==> run_1/placed.png <==
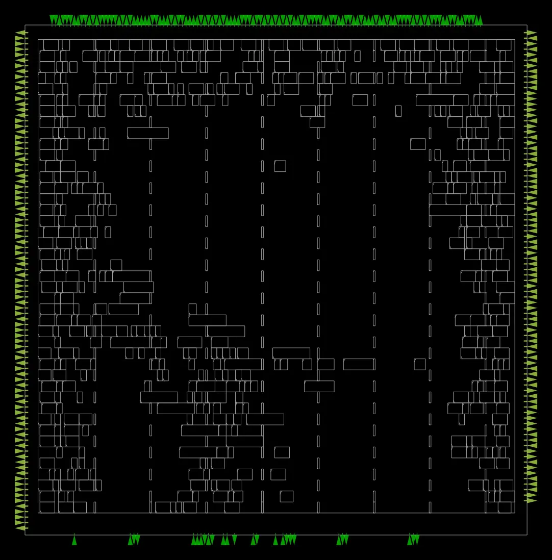
==> run_1/util_map.png <==
Bar = 20 microns. The die is cut into 12 by 13 equal tiles; white is low, dark blue is high, 0 to 100% covered.
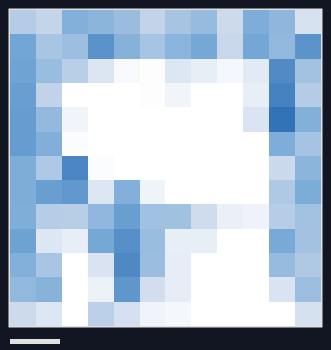
==> run_1/port_trees.png <==
Bar = 20 microns.
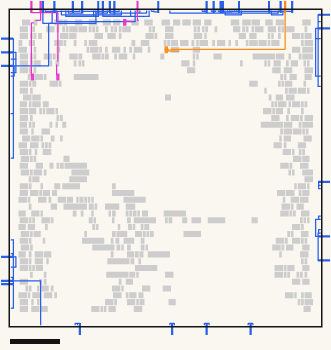
`src/rtl/soc_ahb_pkg.sv`:
```
// Shared AHB-Lite definitions for the system bus: transfer types, master IDs
// and transfer sizes, plus a helper that tells whether a transfer type
// carries a real beat.
package soc_ahb_pkg;

  localparam logic [1:0] HTRANS_IDLE   = 2'b00;
  localparam logic [1:0] HTRANS_BUSY   = 2'b01;
  localparam logic [1:0] HTRANS_NONSEQ = 2'b10;
  localparam logic [1:0] HTRANS_SEQ    = 2'b11;

  localparam logic MID_CPU = 1'b0;
  localparam logic MID_AUX = 1'b1;

  localparam logic [2:0] HSIZE_BYTE  = 3'b000;
  localparam logic [2:0] HSIZE_HALF  = 3'b001;
  localparam logic [2:0] HSIZE_WORD  = 3'b010;
  localparam logic [2:0] HSIZE_DWORD = 3'b011;

  // NONSEQ and SEQ are the only transfer types that move data.
  function automatic logic trans_active(input logic [1:0] trans);
    return (trans == HTRANS_NONSEQ) || (trans == HTRANS_SEQ);
  endfunction

endpackage

```
`src/rtl/ahb_master_arb2.sv`:
```
// Two-master AHB-Lite arbiter. Master 0 is the CPU and master 1 an auxiliary
// master. Ownership moves only on HREADY-qualified edges, locked sequences
// are never split, and a hold counter bounds tenure while the other master
// is waiting.
module ahb_master_arb2
  import soc_ahb_pkg::*;
#(
  parameter int HOLD_MAX = 16
) (
  input  logic        HCLK,
  input  logic        HRESETn,
  input  logic        M0_HBUSREQ,
  input  logic        M1_HBUSREQ,
  input  logic        M0_HLOCK,
  input  logic        M1_HLOCK,
  output logic        M0_HGRANT,
  output logic        M1_HGRANT,
  input  logic [31:0] M0_HADDR,
  input  logic [1:0]  M0_HTRANS,
  input  logic        M0_HWRITE,
  input  logic [2:0]  M0_HSIZE,
  input  logic [31:0] M0_HWDATA,
  output logic [31:0] M0_HRDATA,
  output logic        M0_HREADY,
  input  logic [31:0] M1_HADDR,
  input  logic [1:0]  M1_HTRANS,
  input  logic        M1_HWRITE,
  input  logic [2:0]  M1_HSIZE,
  input  logic [31:0] M1_HWDATA,
  output logic [31:0] M1_HRDATA,
  output logic        M1_HREADY,
  output logic [31:0] S_HADDR,
  output logic [1:0]  S_HTRANS,
  output logic        S_HWRITE,
  output logic [2:0]  S_HSIZE,
  output logic [31:0] S_HWDATA,
  input  logic        S_HREADY,
  input  logic [31:0] S_HRDATA,
  output logic        HMASTER,
  output logic        HMASTLOCK
);

  localparam int CW = $clog2(HOLD_MAX + 1);
  localparam logic [CW-1:0] HOLD_LIM = CW'(HOLD_MAX);
  localparam logic [CW-1:0] CNT_ONE  = CW'(1);
  localparam logic [CW-1:0] CNT_ZERO = CW'(0);

  logic          grant;
  logic          addr_owner;
  logic          data_owner;
  logic          lock_d;
  logic [CW-1:0] hold_cnt;

  logic          o_req;
  logic          x_req;
  logic [1:0]    o_trans;
  logic          switch_ok;
  logic          own_move;

  // Address-phase mux: the address owner's signals reach the fabric; the
  // other master's address phase is ignored.
  always_comb begin
    S_HADDR   = M0_HADDR;
    S_HTRANS  = M0_HTRANS;
    S_HWRITE  = M0_HWRITE;
    S_HSIZE   = M0_HSIZE;
    HMASTLOCK = M0_HLOCK;
    o_req     = M0_HBUSREQ;
    x_req     = M1_HBUSREQ;
    o_trans   = M0_HTRANS;
    if (addr_owner == MID_AUX) begin
      S_HADDR   = M1_HADDR;
      S_HTRANS  = M1_HTRANS;
      S_HWRITE  = M1_HWRITE;
      S_HSIZE   = M1_HSIZE;
      HMASTLOCK = M1_HLOCK;
      o_req     = M1_HBUSREQ;
      x_req     = M0_HBUSREQ;
      o_trans   = M1_HTRANS;
    end else begin
      S_HADDR   = M0_HADDR;
      S_HTRANS  = M0_HTRANS;
      S_HWRITE  = M0_HWRITE;
      S_HSIZE   = M0_HSIZE;
      HMASTLOCK = M0_HLOCK;
      o_req     = M0_HBUSREQ;
      x_req     = M1_HBUSREQ;
      o_trans   = M0_HTRANS;
    end
  end

  // Data-phase mux: write data follows the owner of the previous address phase.
  always_comb begin
    S_HWDATA = M0_HWDATA;
    if (data_owner == MID_AUX) begin
      S_HWDATA = M1_HWDATA;
    end else begin
      S_HWDATA = M0_HWDATA;
    end
  end

  // Handover is allowed only with no handover pending and no lock in force
  // (lock_d keeps the transfer after HLOCK falls with the current owner).
  assign switch_ok = (grant == addr_owner) && x_req && !HMASTLOCK && !lock_d &&
                     (!o_req || (hold_cnt == HOLD_LIM));
  assign own_move  = S_HREADY && (grant != addr_owner);

  assign M0_HGRANT = ~grant;
  assign M1_HGRANT = grant;
  assign HMASTER   = addr_owner;
  assign M0_HRDATA = S_HRDATA;
  assign M1_HRDATA = S_HRDATA;
  assign M0_HREADY = S_HREADY;
  assign M1_HREADY = S_HREADY;

  // Grant register: moves to the other master when switch_ok, parks otherwise.
  always_ff @(posedge HCLK or negedge HRESETn) begin
    if (!HRESETn) begin
      grant <= MID_CPU;
    end else if (switch_ok) begin
      grant <= ~addr_owner;
    end else begin
      grant <= grant;
    end
  end

  // Ownership pipeline: advances only on HREADY-qualified edges.
  always_ff @(posedge HCLK or negedge HRESETn) begin
    if (!HRESETn) begin
      addr_owner <= MID_CPU;
      data_owner <= MID_CPU;
      lock_d     <= 1'b0;
    end else if (S_HREADY) begin
      addr_owner <= grant;
      data_owner <= addr_owner;
      lock_d     <= HMASTLOCK;
    end else begin
      addr_owner <= addr_owner;
      data_owner <= data_owner;
      lock_d     <= lock_d;
    end
  end

  // Tenure counter: counts the owner's accepted beats while the other
  // master waits; cleared on ownership change or when nobody is waiting.
  always_ff @(posedge HCLK or negedge HRESETn) begin
    if (!HRESETn) begin
      hold_cnt <= CNT_ZERO;
    end else if (own_move || !x_req) begin
      hold_cnt <= CNT_ZERO;
    end else if (S_HREADY && trans_active(o_trans) && (hold_cnt != HOLD_LIM)) begin
      hold_cnt <= hold_cnt + CNT_ONE;
    end else begin
      hold_cnt <= hold_cnt;
    end
  end

endmodule

```
`config.mk`:
```
export PLATFORM = sky130hd
export DESIGN_NAME = ahb_master_arb2
export DESIGN_NICKNAME = d
export VERILOG_FILES = /design/src/rtl/soc_ahb_pkg.sv /design/src/rtl/ahb_master_arb2.sv
export SDC_FILE = /design/constraint.sdc
export NUM_CORES = 1
export LEC_CHECK = 0
export ABC_AREA = 1
export CAP_MARGIN = 30
export CORE_AREA = 3 3 121 123
export DETAILED_ROUTE_END_ITERATION = 10
export DIE_AREA = 0 0 124 126
export MAX_ROUTING_LAYER = met4
export SLEW_MARGIN = 20
export SYNTH_ARGS = -nofsm -noshare
export SYNTH_HDL_FRONTEND = slang
export SYNTH_SLANG_ARGS = --single-unit
```
`constraint.sdc`:
```
create_clock -name HCLK -period 1.8 [get_ports HCLK]
set_clock_uncertainty 0.15 [all_clocks]
set_input_delay 0.18 -clock HCLK [delete_from_list [all_inputs] [get_ports HCLK]]
set_output_delay 0.18 -clock HCLK [all_outputs]
set_load 0.01 [all_outputs]
```
==> writeup.txt, run 1 <==
The non-clock inverters instantiated in the layout total 12. By area the synthesized netlist is led by sky130_fd_sc_hd__nand2_1, sky130_fd_sc_hd__buf_4, sky130_fd_sc_hd__dfrtp_1. The clock network latency to the later pin of the worst-skew pair was 0.24 ns; the worst voltage drop across the vdd grid was 0.403 mV.

The site row count came out at 43. The run gives 2353 for the number of global-route vias before repair. Measured along the x axis, the die boundary spans 124 microns. The top logic cell family in the synthesized netlist was simple AND/OR/NAND/NOR gates. The run gives 226 sq um for the area taken by flip-flops and latches.

Measured on the final layout, the clock distribution area share stands at 2.00%. Ranked by flip-flop count, first place goes to hold_cnt. The clock tree root buffer cell was sky130_fd_sc_hd__clkbuf_16.

The tools report the sequential area share after synthesis as 11.7%. The logs give 709 for the final layout net count and 180 for the number of tapcells. The flow ran to the end, and the final reports show no timing, DRC or antenna violations. The run gives 0 as the total of warnings raised by yosys. The critical path maximum fanout is 13.

Of all power groups, the one with the highest power is combinational logic. OpenSTA, run right after detailed placement, puts the worst setup slack at 0.0320 ns. With the combinational power at 0.00235 W, the power spent charging and discharging nets is 0.00132 W. The number of H-tree branching levels was 1; the global routing met1 resource utilization was 10.2%.

The flow reports that combinational logic draws 76.9% of the design power. The flow reports an fmax of 580 MHz. Compared with the post-synthesis result, the final layout area differs by 108%.
About placed.png:
filler cell count: 1533
fraction of standard cell area that is sequential: 5.65%
final core occ: 29.1%
Final Non-Filler Cells: 707

About util_map.png:
nearly empty tiles	30%
mean over tiles	24%
emptiest ninth of the die	middle

About port_trees.png:
colour	port	bits	direction	end cells	wire
blue	M0_HRDATA	32	output	0	602 microns
orange	M0_HWRITE	1	input	1	67.8 microns
magenta	S_HSIZE	3	output	3	70.9 microns

## run 1: worst reg2reg max path: cells and delay by family, from the launching register on
| family | cells | cell delay [ns] |
|---|---|---|
| buf+inv | 2 | 0.35 |
| flops | 1 | 0.44 |
| simple gates | 5 | 0.55 |
## run 1: metrics by stage
stage	TNS, ns	cells	util (%)
2_1_floorplan	0	367	-
3_3_place_gp	0	697	28.5
5_1_grt	0	707	29.1
6_report	0	707	29.1
3_5_place_dp	0	697	28.5
4_1_cts	-0.417	704	28.8
## run 1: layout by cell type, fill, tap and decap left out
cell type and n:
sky130_fd_sc_hd__a21oi_1 1, sky130_fd_sc_hd__a21oi_4 1, sky130_fd_sc_hd__buf_12 5, sky130_fd_sc_hd__buf_16 1, sky130_fd_sc_hd__buf_2 1, sky130_fd_sc_hd__buf_4 8, sky130_fd_sc_hd__buf_6 1, sky130_fd_sc_hd__clkbuf_16 5
sky130_fd_sc_hd__clkbuf_2 12, sky130_fd_sc_hd__clkdlybuf4s15_1 3, sky130_fd_sc_hd__clkdlybuf4s50_1 150, sky130_fd_sc_hd__clkinv_2 1, sky130_fd_sc_hd__dfrtp_1 8, sky130_fd_sc_hd__dfrtp_2 1, sky130_fd_sc_hd__dlygate4sd2_1 52, sky130_fd_sc_hd__dlymetal6s2s_1 4
sky130_fd_sc_hd__ha_1 2, sky130_fd_sc_hd__inv_1 10, sky130_fd_sc_hd__inv_4 2, sky130_fd_sc_hd__nand2_1 230, sky130_fd_sc_hd__nand2_2 3, sky130_fd_sc_hd__nand3_1 15, sky130_fd_sc_hd__nand3b_1 1, sky130_fd_sc_hd__nand4_1 1
sky130_fd_sc_hd__nor2_1 2, sky130_fd_sc_hd__nor2_4 1, sky130_fd_sc_hd__o21ai_0 4, sky130_fd_sc_hd__xnor2_1 1, sky130_fd_sc_hd__xor2_1 1
==> run 2: changes to the inputs <==
--- a/config.mk
+++ b/config.mk
@@ -8,6 +8,7 @@
 export ABC_AREA = 1
 export CAP_MARGIN = 30
 export CORE_AREA = 3 3 121 123
+export CTS_CLUSTER_DIAMETER = 150
 export DETAILED_ROUTE_END_ITERATION = 10
 export DIE_AREA = 0 0 124 126
 export MAX_ROUTING_LAYER = met4
@@ -15,3 +16,4 @@
 export SYNTH_ARGS = -nofsm -noshare
 export SYNTH_HDL_FRONTEND = slang
 export SYNTH_SLANG_ARGS = --single-unit
+export TNS_END_PERCENT = 100
==> run_2/floorplan.png <==
Bar = 20 microns. Pins as bars on the die edge. Tap cells in grey.
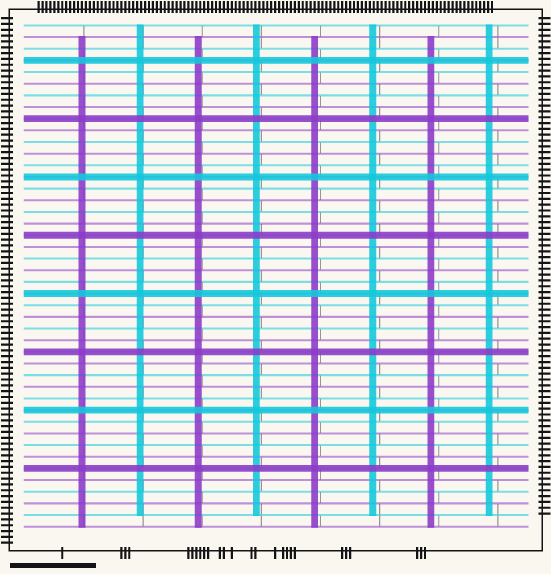
colour	net
cyan	VDD
purple	VSS
rows	43
tap cells	180
met1 rails	44
signal pins	319
met4 straps	8

==> run 2 against run 1 <==
  * Routed wire length stayed put
  * Sequential share of layout area stayed put
  * Highest routed layer unchanged
  * Area after synthesis stayed put
  * Maximum frequency stayed put
  * Core utilization stayed put
  * Via count stayed put
  * Final cell count stayed put
  * Global-route usage stayed put
  * Clock power hardly changed
  * Critical path depth stayed put
  * Clock-buffer cell count stayed put
==> writeup.txt, run 2 <==
The run finished with clean final reports. Before placement the cells fill 14.0% of the core. The run gives 2353 as the number of global-route vias before repair.

The run gives 0 as the initial antenna violation count. The report lists the number of standard-cell rows as 43. Among the non-sequential cells, simple AND/OR/NAND/NOR gates take the most area. Average via count per standard cell: 3.78.

The run gives 0 ns for the total negative slack. After synthesis, flip-flops and latches occupy 11.7% of the total area. The overall die height was 126 microns. Ranked by instance count, the synthesized netlist is headed by sky130_fd_sc_hd__nand2_1, sky130_fd_sc_hd__buf_4, sky130_fd_sc_hd__nand3_1.

The growth of design area from synthesis to finish works out to 108%. Setup repair after global routing left no endpoint under its margin. According to the timing report, the arrival time at the worst endpoint equals 1.40 ns. The power spent charging and discharging nets was 0.00132 W.

Sorting the synthesized cells by area gives the leading types as sky130_fd_sc_hd__nand2_1, sky130_fd_sc_hd__buf_4, sky130_fd_sc_hd__dfrtp_1. The run gives 0.00305 W as the power after layout. In this run, flip-flops and latches consume 9.5% of the power. Including well taps, the total number of placed cells is 697. The total of warnings raised by yosys came out at 0. The run gives 0.0320 ns as the setup slack at placement. The final design utilization came out at 29.1%. Register with the most flip-flops: hold_cnt.

For the final non-filler cell total, the log shows 707. The die boundary width came out at 124 microns. Static timing analysis puts the maximum clock frequency at 580 MHz. The tree is rooted in a sky130_fd_sc_hd__clkbuf_16. The number of H-tree branching levels came out at 1. The library cells used most frequently in the layout, excluding fill and tap cells, are sky130_fd_sc_hd__nand2_1, sky130_fd_sc_hd__clkdlybuf4s50_1, sky130_fd_sc_hd__dlygate4sd2_1, sky130_fd_sc_hd__nand3_1, sky130_fd_sc_hd__clkbuf_2.

Combinational cells account for 76.9% of the total power. For this run, the post-layout net count is 709. The skew report gives the latency at the later pin of the worst-skew pair as 0.24 ns. The library cell used most frequently in the layout, excluding fill and tap cells, is sky130_fd_sc_hd__nand2_1. The run gives 2.10 nW for the leakage power.

The largest fanout on the critical path was 13. Per the log, the first TritonRoute iteration ended with a DRC count of 96. For the number of max-slew violations in the final report, the log shows 0. Across the VDD grid, the largest voltage drop is 0.403 mV.
run 2: cell counts after synthesis:
Identical to the previous run, type by type.
run 2: worst max-delay path: stages (launching register included):
cell and delay, ns:
sky130_fd_sc_hd__dfrtp_2 0.46, sky130_fd_sc_hd__inv_4 0.10, sky130_fd_sc_hd__buf_12 0.10, sky130_fd_sc_hd__buf_12 0.12, sky130_fd_sc_hd__nand2_1 0.06, sky130_fd_sc_hd__nand2_1 0.05
sky130_fd_sc_hd__dlygate4sd2_1 0.26
run 2: layer usage:
layer | vias to the layer above | global-route usage [%]
met2 | 193 | 15.8
li1 | 1355 | -
met3 | 25 | 3.91
met4 | 0 | 3.80
met1 | 1097 | 10.2
met5 | - | -
run 2: area by class of cell:
cell class,instances,area (sq um)
Clock inverter,1,5.00
Timing Repair Buffer,239,2350
Clock buffer,3,75.1
Inverter,12,50.0
Sequential cell,9,226
Multi-Input combinational cell,263,1070
Fill cell,1533,9770
Tap cell,180,225
run 2: repair_timing:
action / CTS / global route
cloned: 1 / 2
endpoints found under the setup margin: 72 / 16
setup buffers: 2 / 1
resized: 79 / 27
run 2: power by group through the flow:
stage | combinational (W) | clock, W | sequential [W]
after floorplan | 0.00118 | 0 | 0.000272
after global placement | 0.00251 | 0 | 0.000292
after detailed placement | 0.00251 | 0 | 0.000293
after CTS | 0.00231 | 0.000421 | 0.000287
after global routing | 0.00259 | 0.000439 | 0.000298
final | 0.00235 | 0.000414 | 0.000291
run 2: worst min path at each step:
stage	to	slack (ns)	cells after the start
floorplan	HMASTER	-0.27	0
detailed placement	M1_HRDATA[4]	0.21	0
global placement	M1_HRDATA[4]	0.21	0
CTS	data_owner	0.13	1
global route	data_owner	0.16	1
finish	data_owner	0.11	1
Power is estimated from default activity; no workload was simulated.
